Design spi_flash_bridge, sky130hd; sources not shown.
**Power grid**

Pins as bars on the die edge.
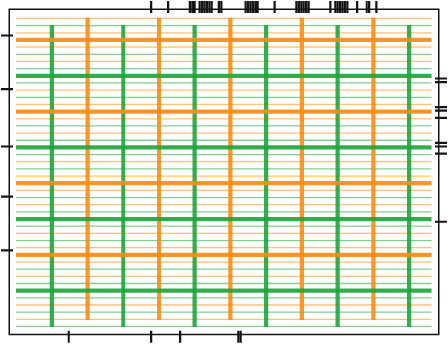
orange -> VDD
green -> VSS
signal pins = 56
met5 straps = 8
Worst VDD drop: 97.2 µV
Die Wd: 163 µm
core region area: 0.0185 mm²
Die Ht: 123 µm

**Clock nets**

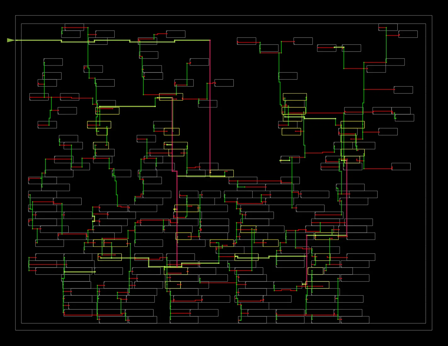
CTS buffer count: 17
sink count of the clock tree: 196
post-route clock skew: 0.0159 ns

==> run summary <==
Post-Route WL -> 27500 µm
DP Worst Slack -> 3.45 ns
and+or+nand+nor area frac -> 13.6%
setup_tns -> 0 ns
CTS max path bufs -> 2
Sw Ratio -> 25.8%
register area -> 0.00520 mm²
Seq share, synth -> 55.2%
placed cell count -> 1085
Post-synth regs -> 196
M3 GR Usage -> 8.59%
Tap Cells -> 247
drt via density -> 6.57
# diodes -> 0
routed len/inst -> 24.6 µm
WP data arrival -> 5.67 ns
Comb pwr share -> 3.7%
PostCTS Resize Cnt -> 0
Yosys Chip Area -> 0.00943 mm²
hold buffer count at CTS -> 0
max_cap viols -> 0
met1 Use GR -> 42.9%
unrepaired setup endpoints after global routing -> no
yosys warns -> 0
Area after DPL -> 0.0104 mm²
status -> complete, no violations
top layer in use -> met4
Slew Limit Fails -> 0
worst reg-to-reg path cell count -> 16
Worst Setup Slack, final -> 3.71 ns
fin crit period -> 5.29 ns
DR iter-0 viols -> 1081
endpoints failing hold -> 0
cell type with the largest total area -> edfxtp_1
routability congestion estimate -> 0.979
Finished Core Util -> 60.1%
number of clock buffers in the layout -> 17
worst path buffer plus inverter count -> 4
Max Freq -> 0.189 GHz
combinational cell power -> 68.2 µW
aoi share -> 13.9%
Post-synth EDFFs -> 128
Slew @ Worst Pin -> 1.11 ns
Commonest Layout Cell -> edfxtp_1
total net switching power -> 480 µW
final instance count without filler cells -> 1117
Power Total -> 1.86 mW
first-pass GRT wire length -> 41500 µm
setup slack, reg-to-reg -> 4.34 ns
Top area cell types -> edfxtp_1 (41%), dfxtp_1 (14%), mux4_2 (8.4%)
M1 WL -> 12000 µm
critical path depth -> 14
Synth Cell Area -> 0.00943 mm²
Synth Instances -> 777
part of the power in registers -> 51.6%
met2 WL post-DR -> 11700 µm
GRT busiest layer -> met1
top-level I/O count -> 56
Clock Pin Slew Worst Setup and Hold Paths -> 0.08 ns
Crit-path slowest cell -> clkbuf_1
number of remaining DRC errors -> 0
area fraction in mux cells -> 10.3%
comb_multi_in -> 507
post-synthesis xor/xnor area fraction -> 0.558%
Largest register FFs -> 128
final setup vio count -> 0
Power figures rest on the tool's default switching activity, not on a simulated workload.
